util_map.png
Scale: 1.5 px per µm. The die is cut into 15 by 29 equal tiles; white is low, dark blue is high, 0 to 100% covered.
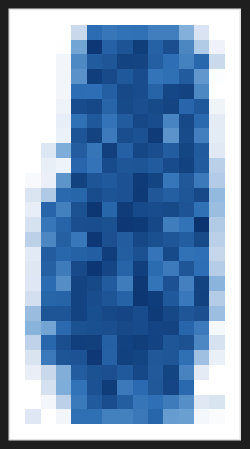
layers.png
Scale: 2 px per µm.
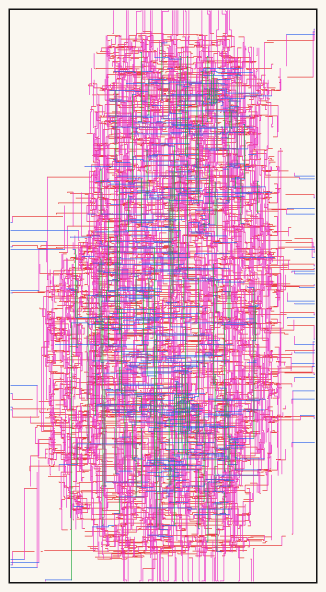
clock_nets.png
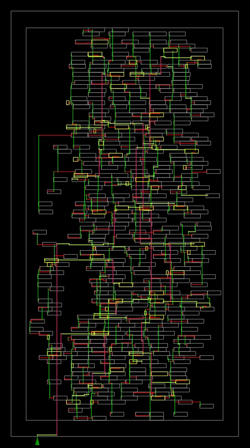
m4.png
Scale: 2 px per µm. Supply wires on this layer in grey. Cells faint in the background.
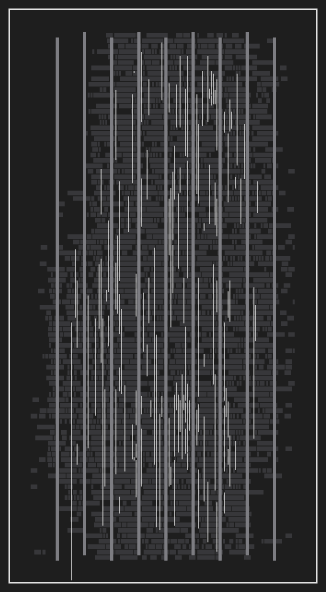
### src/rtl/ofm_writer.sv
`default_nettype none
// ----------------------------------------------------------------------------
// ofm_writer : places tiled CONV_ACC ofm results into a linear output memory.
// Rev 1.0
// ----------------------------------------------------------------------------
module ofm_writer #(
  parameter int DATA_W     = 25,
  parameter int TI         = 16,
  parameter int TW_NUM     = 4,
  parameter int BAND       = 5,
  parameter int OFM_H      = 65,
  parameter int NUM_CO     = 8,
  parameter int ADDR_W     = 20,
  parameter int FIFO_DEPTH = 8
) (
  input  logic              clk,
  input  logic              rst,
  input  logic              start,
  input  logic [DATA_W-1:0] ofm_port0,
  input  logic              ofm_port0_v,
  input  logic [DATA_W-1:0] ofm_port1,
  input  logic              ofm_port1_v,
  output logic              wr_en,
  output logic [ADDR_W-1:0] wr_addr,
  output logic [DATA_W-1:0] wr_data,
  input  logic              wr_ready,
  output logic              busy,
  output logic              done,
  output logic              err_overflow,
  output logic              err_proto
);

  localparam int OFM_W     = TI * TW_NUM;
  localparam int NB        = OFM_H / BAND;
  localparam int CO_STRIDE = OFM_H * OFM_W;
  localparam int OW_W      = (TI > 1) ? $clog2(TI) : 1;
  localparam int BR_W      = $clog2(BAND + 2);
  localparam int TW_W      = (TW_NUM > 1) ? $clog2(TW_NUM) : 1;
  localparam int BD_W      = (NB > 1) ? $clog2(NB) : 1;
  localparam int OC_W      = (NUM_CO > 1) ? $clog2(NUM_CO) : 1;
  localparam int PTR_W     = $clog2(FIFO_DEPTH);
  localparam int CNT_W     = PTR_W + 1;
  localparam int ENT_W     = ADDR_W + DATA_W;

  typedef enum logic [1:0] {
    S_IDLE  = 2'd0,
    S_RUN   = 2'd1,
    S_DRAIN = 2'd2
  } state_t;

  state_t            state_q;
  logic              busy_q, done_q, err_ovf_q, err_proto_q;
  logic [OW_W-1:0]   ow_q, ow_d;
  logic [BR_W-1:0]   brow_q, brow_d, brow_sum;
  logic [TW_W-1:0]   tw_q, tw_d;
  logic [BD_W-1:0]   band_q, band_d;
  logic [OC_W-1:0]   oc_q, oc_d;

  logic [ENT_W-1:0]  mem_q [FIFO_DEPTH];
  logic [PTR_W-1:0]  wr_ptr_q, wr_ptr_d, wr_ptr1, rd_ptr_q, rd_ptr_d;
  logic [CNT_W-1:0]  count_q, count_d, remain, free;
  logic              wr_en_q;
  logic [ADDR_W-1:0] wr_addr_q;
  logic [DATA_W-1:0] wr_data_q;

  logic              want0, want1, brow_last, proto, pop, acc0, acc1, ovf, last;
  logic [ADDR_W-1:0] addr0;
  logic [ENT_W-1:0]  word0, word1, head_d;
  logic              head_vld_d;

  assign brow_last = (brow_q == BR_W'(BAND - 1));
  assign want0     = (state_q == S_RUN) && ofm_port0_v;
  assign want1     = want0 && ofm_port1_v && !brow_last;
  assign pop       = wr_en_q && wr_ready;
  assign wr_ptr1   = wr_ptr_q + PTR_W'(1);

  assign addr0 = ADDR_W'(oc_q) * ADDR_W'(CO_STRIDE)
               + (ADDR_W'(band_q) * ADDR_W'(BAND) + ADDR_W'(brow_q)) * ADDR_W'(OFM_W)
               + ADDR_W'(tw_q) * ADDR_W'(TI) + ADDR_W'(ow_q);
  assign word0 = {addr0, ofm_port0};
  assign word1 = {addr0 + ADDR_W'(OFM_W), ofm_port1};

  always_comb begin
    proto = 1'b0;
    if (state_q == S_RUN)
      proto = (ofm_port1_v && !ofm_port0_v) || (ofm_port0_v && ofm_port1_v && brow_last);
    else
      proto = ofm_port0_v || ofm_port1_v;
  end

  // FIFO occupancy includes the output register, so free space counts a same-cycle pop
  always_comb begin
    remain     = count_q - CNT_W'(pop);
    free       = CNT_W'(FIFO_DEPTH) - remain;
    acc0       = want0 && (free != '0);
    acc1       = want1 && (free >= CNT_W'(2));
    ovf        = (want0 && !acc0) || (want1 && !acc1);
    count_d    = remain + CNT_W'(acc0) + CNT_W'(acc1);
    rd_ptr_d   = rd_ptr_q + PTR_W'(pop);
    wr_ptr_d   = wr_ptr_q + PTR_W'(acc0) + PTR_W'(acc1);
    head_vld_d = 1'b0;
    head_d     = mem_q[rd_ptr_d];
    if (remain != '0) begin
      head_vld_d = 1'b1;
    end else if (acc0) begin
      head_vld_d = 1'b1;
      head_d     = word0;
    end
  end

  // Position counters advance for every port0 sample, even a dropped one
  always_comb begin
    ow_d     = ow_q;
    brow_d   = brow_q;
    tw_d     = tw_q;
    band_d   = band_q;
    oc_d     = oc_q;
    last     = 1'b0;
    brow_sum = brow_q + (want1 ? BR_W'(2) : BR_W'(1));
    if (want0) begin
      if (ow_q == OW_W'(TI - 1)) begin
        ow_d = '0;
        if (brow_sum >= BR_W'(BAND)) begin
          brow_d = '0;
          if (tw_q == TW_W'(TW_NUM - 1)) begin
            tw_d = '0;
            if (band_q == BD_W'(NB - 1)) begin
              band_d = '0;
              if (oc_q == OC_W'(NUM_CO - 1)) begin
                oc_d = '0;
                last = 1'b1;
              end else begin
                oc_d = oc_q + OC_W'(1);
              end
            end else begin
              band_d = band_q + BD_W'(1);
            end
          end else begin
            tw_d = tw_q + TW_W'(1);
          end
        end else begin
          brow_d = brow_sum;
        end
      end else begin
        ow_d = ow_q + OW_W'(1);
      end
    end
  end

  always_ff @(posedge clk) begin
    if (acc0) mem_q[wr_ptr_q] <= word0;
    if (acc1) mem_q[wr_ptr1]  <= word1;
  end

  always_ff @(posedge clk or posedge rst) begin
    if (rst) begin
      state_q     <= S_IDLE;
      busy_q      <= 1'b0;
      done_q      <= 1'b0;
      err_ovf_q   <= 1'b0;
      err_proto_q <= 1'b0;
      ow_q        <= '0;
      brow_q      <= '0;
      tw_q        <= '0;
      band_q      <= '0;
      oc_q        <= '0;
      wr_ptr_q    <= '0;
      rd_ptr_q    <= '0;
      count_q     <= '0;
      wr_en_q     <= 1'b0;
      wr_addr_q   <= '0;
      wr_data_q   <= '0;
    end else begin
      done_q <= 1'b0;
      case (state_q)
        S_IDLE: begin
          if (start) begin
            state_q <= S_RUN;
            busy_q  <= 1'b1;
          end
        end
        S_RUN: begin
          if (last) state_q <= S_DRAIN;
        end
        S_DRAIN: begin
          if (count_d == '0) begin
            state_q <= S_IDLE;
            busy_q  <= 1'b0;
            done_q  <= 1'b1;
          end
        end
        default: begin
          state_q <= S_IDLE;
          busy_q  <= 1'b0;
        end
      endcase

      if (state_q == S_IDLE && start) begin
        err_ovf_q   <= 1'b0;
        err_proto_q <= 1'b0;
        ow_q        <= '0;
        brow_q      <= '0;
        tw_q        <= '0;
        band_q      <= '0;
        oc_q        <= '0;
      end else begin
        if (proto) err_proto_q <= 1'b1;
        if (ovf)   err_ovf_q   <= 1'b1;
        ow_q   <= ow_d;
        brow_q <= brow_d;
        tw_q   <= tw_d;
        band_q <= band_d;
        oc_q   <= oc_d;
      end

      wr_ptr_q <= wr_ptr_d;
      rd_ptr_q <= rd_ptr_d;
      count_q  <= count_d;
      wr_en_q  <= head_vld_d;
      if (head_vld_d) begin
        wr_addr_q <= head_d[ENT_W-1:DATA_W];
        wr_data_q <= head_d[DATA_W-1:0];
      end
    end
  end

  assign wr_en        = wr_en_q;
  assign wr_addr      = wr_addr_q;
  assign wr_data      = wr_data_q;
  assign busy         = busy_q;
  assign done         = done_q;
  assign err_overflow = err_ovf_q;
  assign err_proto    = err_proto_q;

endmodule
`default_nettype wire

### config.mk
export PLATFORM = sky130hd
export DESIGN_NAME = ofm_writer
export DESIGN_NICKNAME = d
export VERILOG_FILES = /design/src/rtl/ofm_writer.sv
export SDC_FILE = /design/constraint.sdc
export NUM_CORES = 1
export LEC_CHECK = 0
export CAP_MARGIN = 20
export CORE_AREA = 10 10 143 276
export CTS_CLUSTER_SIZE = 16
export DETAILED_ROUTE_END_ITERATION = 12
export DIE_AREA = 0 0 153 286
export MAX_ROUTING_LAYER = met4
export PLACE_DENSITY = 0.85
export SLEW_MARGIN = 25
export SYNTH_ARGS = -nofsm -noshare
export SYNTH_HDL_FRONTEND = slang
export SYNTH_SLANG_ARGS = --single-unit
### constraint.sdc
create_clock -name clk -period 18.3 [get_ports clk]
set_input_delay 3.66 -clock clk [delete_from_list [all_inputs] [get_ports clk]]
set_output_delay 3.66 -clock clk [all_outputs]
set_load 0.05 [all_outputs]
==> reports/qor.csv <==
stage,metric,value,unit
setup_path,data required time at the worst endpoint,18.47,ns
placement,Placed Cells incl. Taps,2239,
synth,number of cell instances after yosys synthesis,1810,
finish,Seq/total area,0.515,
global_route,pin count of the biggest net entering global routing,82,
setup_path,Crit. path cell count,11,
power_and_ir_drop,proportion of total power due to net switching,0.392,
synth,dominant kind of combinational cell,simple AND/OR/NAND/NOR gates,
power_and_ir_drop,relative contribution of the clock network to total power,0.192,
setup_path,crit path capture,mem_q[1][1],
floorplan,top-level port count,106,
synth,area fraction of the dominant cell type after synthesis,0.489,
setup_path,Critical Setup Path Class,input port to register,
setup_path,Worst R2R End,mem_q[1][1],
global_route,initial antenna violation count,0,
setup_path,cell repeated most along the worst path,sky130_fd_sc_hd__ha_1,
synth,mean area per synthesized cell,11.4,µm²
synth,number of unique standard cell types used by synthesis,63,
setup_path,critical path peak fanout,45,
setup_path,endpoint arrival time on the critical path,7.86,ns
outcome,outcome,completed,
power_and_ir_drop,Comb pwr share,0.446,
clocking,TritonCTS clock tree,yes,
sta,hold_ws,0.520,ns
setup_path,sequence of cells on the critical path,clkdlybuf4s50_1 > and2_1 > ha_1 > ha_1 > ha_1 > xor2_1 > o31ai_4 > clkinv_2 > nand2_1 > o31ai_4 > buf_4,
sta,pins over their slew limit,0,
detailed_routing,highest metal layer used by the detailed router,met4,
setup_path,category of the worst setup path capture point,register,
finish,Signal inverters,24,
finish,synthesis-to-finish area growth,12.6,%
finish,Top cells excl fill/tap,"sky130_fd_sc_hd__nand2_1 (642), sky130_fd_sc_hd__edfxtp_1 (336), sky130_fd_sc_hd__clkdlybuf4s50_1 (102)",
finish,Gate Area,0.00817,mm²
synth,Synth Cell Area,0.0206,mm²
detailed_routing,total iterations of the first detailed-routing run,8,
synth,sequential fraction of the synthesis area,0.580,
finish,multi-input logic cell count,1222,
power_and_ir_drop,Power Dens Cells,174,mW/mm²
synth,library cell occupying the most area in the post-synthesis netlist,sky130_fd_sc_hd__edfxtp_1,
setup_path,Slowest cell on crit path,sky130_fd_sc_hd__clkinv_2,
finish,number of filler instances in the final layout,2349,
power_and_ir_drop,power in combinational cells,1.81,mW
sta,final hold vios,0,
detailed_routing,detailed-route DRC error count,0,
finish,most frequent standard cell in the layout excluding fill and tap cells,sky130_fd_sc_hd__nand2_1,
sta,unrepaired setup endpoints after global routing,false,
-- util_map.png (at the start) --
45% of the tiles are over 75% full. The emptiest ninth of the die: north-west. The mean over all tiles is 52%.
area of the placeable core: 0.0350 mm²
Core Util at FP: 0.591
final core area utilization: 0.665

-- layers.png (at the start) --
Key: red = M1 [wire length 17,700 µm]; blue = M3 [wire length 4,810 µm]; magenta = M2 [wire length 30.2 mm]; green = M4 [wire length 3,540 µm]
total via count in the routed design: 14,700
GRT Total Usage: 0.262
average wire length per cell after detail routing: 24.4 µm
DRT Wirelength: 56.2 mm

-- clock_nets.png (at the start) --
num sequential: 411
Clk power: 778 µW

-- m4.png (at the start) --
The layer carries 3,540 µm of wire. The longest straight run is 129 µm. 66 nets have wire on it. The layer holds 6.3% of the routed length. The wires run mostly vertical.

No activity file was given, so power comes from the tool's default toggle rates.
